<file path="src/rtl/reset_seq_pkg.sv">
// ============================================================================
// Module  : reset_seq_pkg
// Brief   : Shared types and defaults for the staged reset sequencer.
// Rev     : 1.0  initial release
// ============================================================================
`default_nettype none

package reset_seq_pkg;

  typedef enum logic [1:0] {
    ST_HOLD    = 2'd0,
    ST_RELEASE = 2'd1,
    ST_RUN     = 2'd2,
    ST_ASSERT  = 2'd3
  } state_e;

  localparam int unsigned DEF_NUM_DOMAINS = 3;
  localparam int unsigned DEF_HOLD_CYCLES = 16;
  localparam int unsigned DEF_STEP_CYCLES = 4;
  localparam int unsigned DEF_CNT_W       = 8;

  localparam logic [7:0] SOFT_COUNT_MAX = 8'd255;

endpackage

`default_nettype wire

</file>
<file path="src/rtl/reset_seq_timer.sv">
// ============================================================================
// Module  : reset_seq_timer
// Brief   : Loadable down-counter; done_o is high while one cycle remains.
// Rev     : 1.0  initial release
// ============================================================================
`default_nettype none

module reset_seq_timer #(
  parameter int CNT_W = 8
) (
  input  logic             clk_i,
  input  logic             rst_i,
  input  logic             load_i,
  input  logic [CNT_W-1:0] load_val_i,
  output logic             done_o,
  output logic             idle_o
);

  logic [CNT_W-1:0] cnt_q, cnt_d;

  // Stops at zero rather than wrapping.
  always_comb begin
    cnt_d = cnt_q;
    if (load_i) begin
      cnt_d = load_val_i;
    end else if (cnt_q != '0) begin
      cnt_d = cnt_q - CNT_W'(1);
    end
  end

  always_ff @(posedge clk_i) begin
    if (rst_i) begin
      cnt_q <= '0;
    end else begin
      cnt_q <= cnt_d;
    end
  end

  assign done_o = (cnt_q == CNT_W'(1));
  assign idle_o = (cnt_q == '0);

endmodule

`default_nettype wire

</file>
<file path="src/rtl/reset_sequencer.sv">
// ============================================================================
// Module  : reset_sequencer
// Brief   : Staged per-domain reset release/assert with soft-reset handshake.
//           Define RESET_SEQ_COUNT_EN to add the soft_reset_count output.
// Rev     : 1.0  initial release
// ============================================================================
`default_nettype none

module reset_sequencer
  import reset_seq_pkg::*;
#(
  parameter int NUM_DOMAINS = DEF_NUM_DOMAINS,
  parameter int HOLD_CYCLES = DEF_HOLD_CYCLES,
  parameter int STEP_CYCLES = DEF_STEP_CYCLES,
  parameter int CNT_W       = DEF_CNT_W
) (
  input  logic                   clock,
  input  logic                   reset,
  input  logic                   soft_reset_req,
  output logic                   soft_reset_ack,
  output logic [NUM_DOMAINS-1:0] domain_resetn,
  output logic                   running
`ifdef RESET_SEQ_COUNT_EN
  ,
  output logic [7:0]             soft_reset_count
`endif
);

  localparam int LVL_W = $clog2(NUM_DOMAINS + 1);
  localparam logic [CNT_W-1:0] C_HOLD_V = CNT_W'(HOLD_CYCLES);
  localparam logic [CNT_W-1:0] C_STEP_V = CNT_W'(STEP_CYCLES);

  state_e                 state_q, state_d;
  logic [LVL_W-1:0]       level_q, level_d;
  logic                   soft_q, soft_d;
  logic [NUM_DOMAINS-1:0] resetn_q, resetn_d;
  logic                   running_q, running_d;
  logic                   ack_q, ack_d;

  logic                   tmr_load;
  logic [CNT_W-1:0]       tmr_val;
  logic                   tmr_done;
  logic                   tmr_idle;

  reset_seq_timer #(
    .CNT_W (CNT_W)
  ) u_timer (
    .clk_i      (clock),
    .rst_i      (reset),
    .load_i     (tmr_load),
    .load_val_i (tmr_val),
    .done_o     (tmr_done),
    .idle_o     (tmr_idle)
  );

  always_ff @(posedge clock) begin
    if (reset) begin
      state_q   <= ST_HOLD;
      level_q   <= '0;
      soft_q    <= 1'b0;
      resetn_q  <= '0;
      running_q <= 1'b0;
      ack_q     <= 1'b0;
    end else begin
      state_q   <= state_d;
      level_q   <= level_d;
      soft_q    <= soft_d;
      resetn_q  <= resetn_d;
      running_q <= running_d;
      ack_q     <= ack_d;
    end
  end

  always_comb begin
    state_d  = state_q;
    level_d  = level_q;
    soft_d   = soft_q;
    tmr_load = 1'b0;
    tmr_val  = '0;
    case (state_q)
      ST_HOLD: begin
        // An idle timer here means we just left reset: this edge stands in for
        // the entry edge, so the remaining hold is one cycle shorter.
        if (tmr_done || (tmr_idle && HOLD_CYCLES == 1)) begin
          level_d = LVL_W'(1);
          if (NUM_DOMAINS == 1) begin
            state_d = ST_RUN;
            soft_d  = 1'b0;
          end else begin
            state_d  = ST_RELEASE;
            tmr_load = 1'b1;
            tmr_val  = C_STEP_V;
          end
        end else if (tmr_idle) begin
          tmr_load = 1'b1;
          tmr_val  = CNT_W'(HOLD_CYCLES - 1);
        end
      end
      ST_RELEASE: begin
        if (tmr_done) begin
          level_d = level_q + LVL_W'(1);
          if (level_q == LVL_W'(NUM_DOMAINS - 1)) begin
            state_d = ST_RUN;
            soft_d  = 1'b0;
          end else begin
            tmr_load = 1'b1;
            tmr_val  = C_STEP_V;
          end
        end
      end
      ST_RUN: begin
        if (soft_reset_req && !ack_q) begin
          state_d  = ST_ASSERT;
          level_d  = LVL_W'(NUM_DOMAINS - 1);
          soft_d   = 1'b1;
          tmr_load = 1'b1;
          tmr_val  = C_STEP_V;
        end
      end
      ST_ASSERT: begin
        if (tmr_done) begin
          tmr_load = 1'b1;
          if (level_q <= LVL_W'(1)) begin
            state_d = ST_HOLD;
            level_d = '0;
            tmr_val = C_HOLD_V;
          end else begin
            level_d = level_q - LVL_W'(1);
            tmr_val = C_STEP_V;
          end
        end
      end
      default: state_d = ST_HOLD;
    endcase
  end

  always_comb begin
    for (int i = 0; i < NUM_DOMAINS; i++) begin
      resetn_d[i] = (LVL_W'(i) < level_d);
    end
    running_d = (state_d == ST_RUN);
    ack_d     = ack_q;
    if (ack_q && !soft_reset_req) begin
      ack_d = 1'b0;
    end
    if (state_d == ST_RUN && state_q != ST_RUN && soft_q) begin
      ack_d = 1'b1;
    end
  end

  assign domain_resetn  = resetn_q;
  assign running        = running_q;
  assign soft_reset_ack = ack_q;

`ifdef RESET_SEQ_COUNT_EN
  logic [7:0] count_q, count_d;

  always_comb begin
    count_d = count_q;
    if (ack_d && !ack_q && count_q != SOFT_COUNT_MAX) begin
      count_d = count_q + 8'd1;
    end
  end

  always_ff @(posedge clock) begin
    if (reset) begin
      count_q <= '0;
    end else begin
      count_q <= count_d;
    end
  end

  assign soft_reset_count = count_q;
`endif

endmodule

`default_nettype wire

</file>
<file path="config.mk">
export PLATFORM = sky130hd
export DESIGN_NAME = reset_sequencer
export DESIGN_NICKNAME = d
export VERILOG_FILES = /design/src/rtl/reset_seq_pkg.sv /design/src/rtl/reset_seq_timer.sv /design/src/rtl/reset_sequencer.sv
export SDC_FILE = /design/constraint.sdc
export NUM_CORES = 1
export LEC_CHECK = 0
export CAP_MARGIN = 20
export CORE_MARGIN = 8
export CORE_UTILIZATION = 61
export CTS_CLUSTER_SIZE = 8
export DETAILED_ROUTE_END_ITERATION = 10
export PLACE_DENSITY = 0.89
export SLEW_MARGIN = 10
export SYNTH_ARGS = -nofsm -noshare
export SYNTH_HDL_FRONTEND = slang
export SYNTH_SLANG_ARGS = --single-unit
</file>
<file path="constraint.sdc">
create_clock -name clock -period 4.6 [get_ports clock]
set_input_delay 0.46 -clock clock [delete_from_list [all_inputs] [get_ports clock]]
set_output_delay 0.46 -clock clock [all_outputs]
set_load 0.03 [all_outputs]
</file>
Figure 1. Sequential cells coloured by netlist name.
Drawn at 4 px/um.
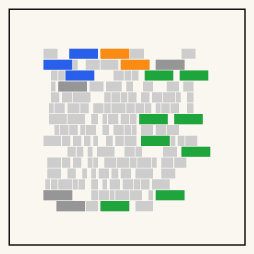
- `state_q`: orange (flops 2)
- `domain_resetn`: blue (flops 3)
- `u_timer.cnt_q`: green (flops 8)
Util after Layout: 0.708
Reg area: 340 um2
sequential cell area share: 0.281
Seq power: 0.000250 W

Figure 2. Pin placement.
Drawn at 8 px/um. Pins as bars across the die edge, other pins in grey.
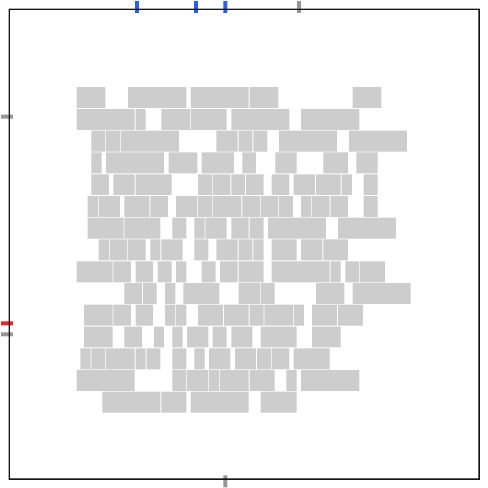
- `domain_resetn`: blue (pins 3; direction output; edge north)
- `soft_reset_ack`: red (pins 1; direction output; edge west)
- all pins by edge: 4 north, 3 west, 1 south
IO buf count: 7
die width: 58.6 um
Die Y: 58.6 um

==> impl_metrics.tcl <==
# place-and-route summary
set metrics [dict create \
    fin_nets 151 \
    pre_cts_ws_ps 2370 \
    seq_power_share 0.331 \
    ys_types 48 \
    status "complete, no violations" \
    avgSynthCellArea_um2 8.24 \
    largest_register "u_timer.cnt_q" \
    ios 8 \
    wl_met3_um 171 \
    drtIter0Drc 62 \
    simple_gate_share 0.282 \
    power_clock_w 0.0000801 \
    min_period_ps 2290 \
    firstDrtPassIters 4 \
    clock_sinks 17 \
    async_reset_ff_frac 0 \
    drv_cap 0 \
    swShare 0.459 \
    clk_pin_slew_ps 100 \
    wl_met1_um 1150 \
    fin_area_um2 1210 \
    grt.met1_usage 0.195 \
    worstMarginPinSlew_ps 587 \
    final_layout_size_suffix_gt1_frac 0.0863 \
]
Figure 3. Layout detail.
Window x 17 to 42, y 5 to 30 um. Cells in grey, sequential cells in the stronger grey; small squares are vias.
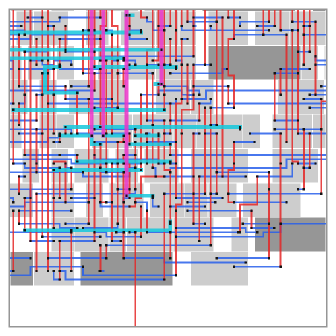
- M4: magenta
- M3: cyan
- M2: red
- M1: blue
- netlist names of flops here include: `u_timer.cnt_q` (3)
- sequential cells in the window: 3
- cells with their middle in the window: 55
- most frequent: o21ai_0 (7), nor2_1 (5)

Figure 4. Logic cells by family.
Drawn at 4 px/um.
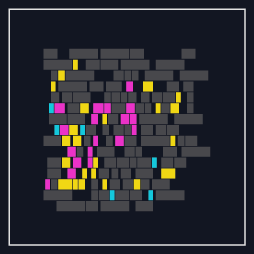
- nand cells: magenta (cells 18)
- nor cells: yellow (cells 23)
- inv cells: cyan (cells 6)
non-filler instance count after layout: 164
logic share of the area: 0.587
most frequent logic cell in the layout: dfxtp_1

Power figures rest on the tool's default switching activity, not on a simulated workload.
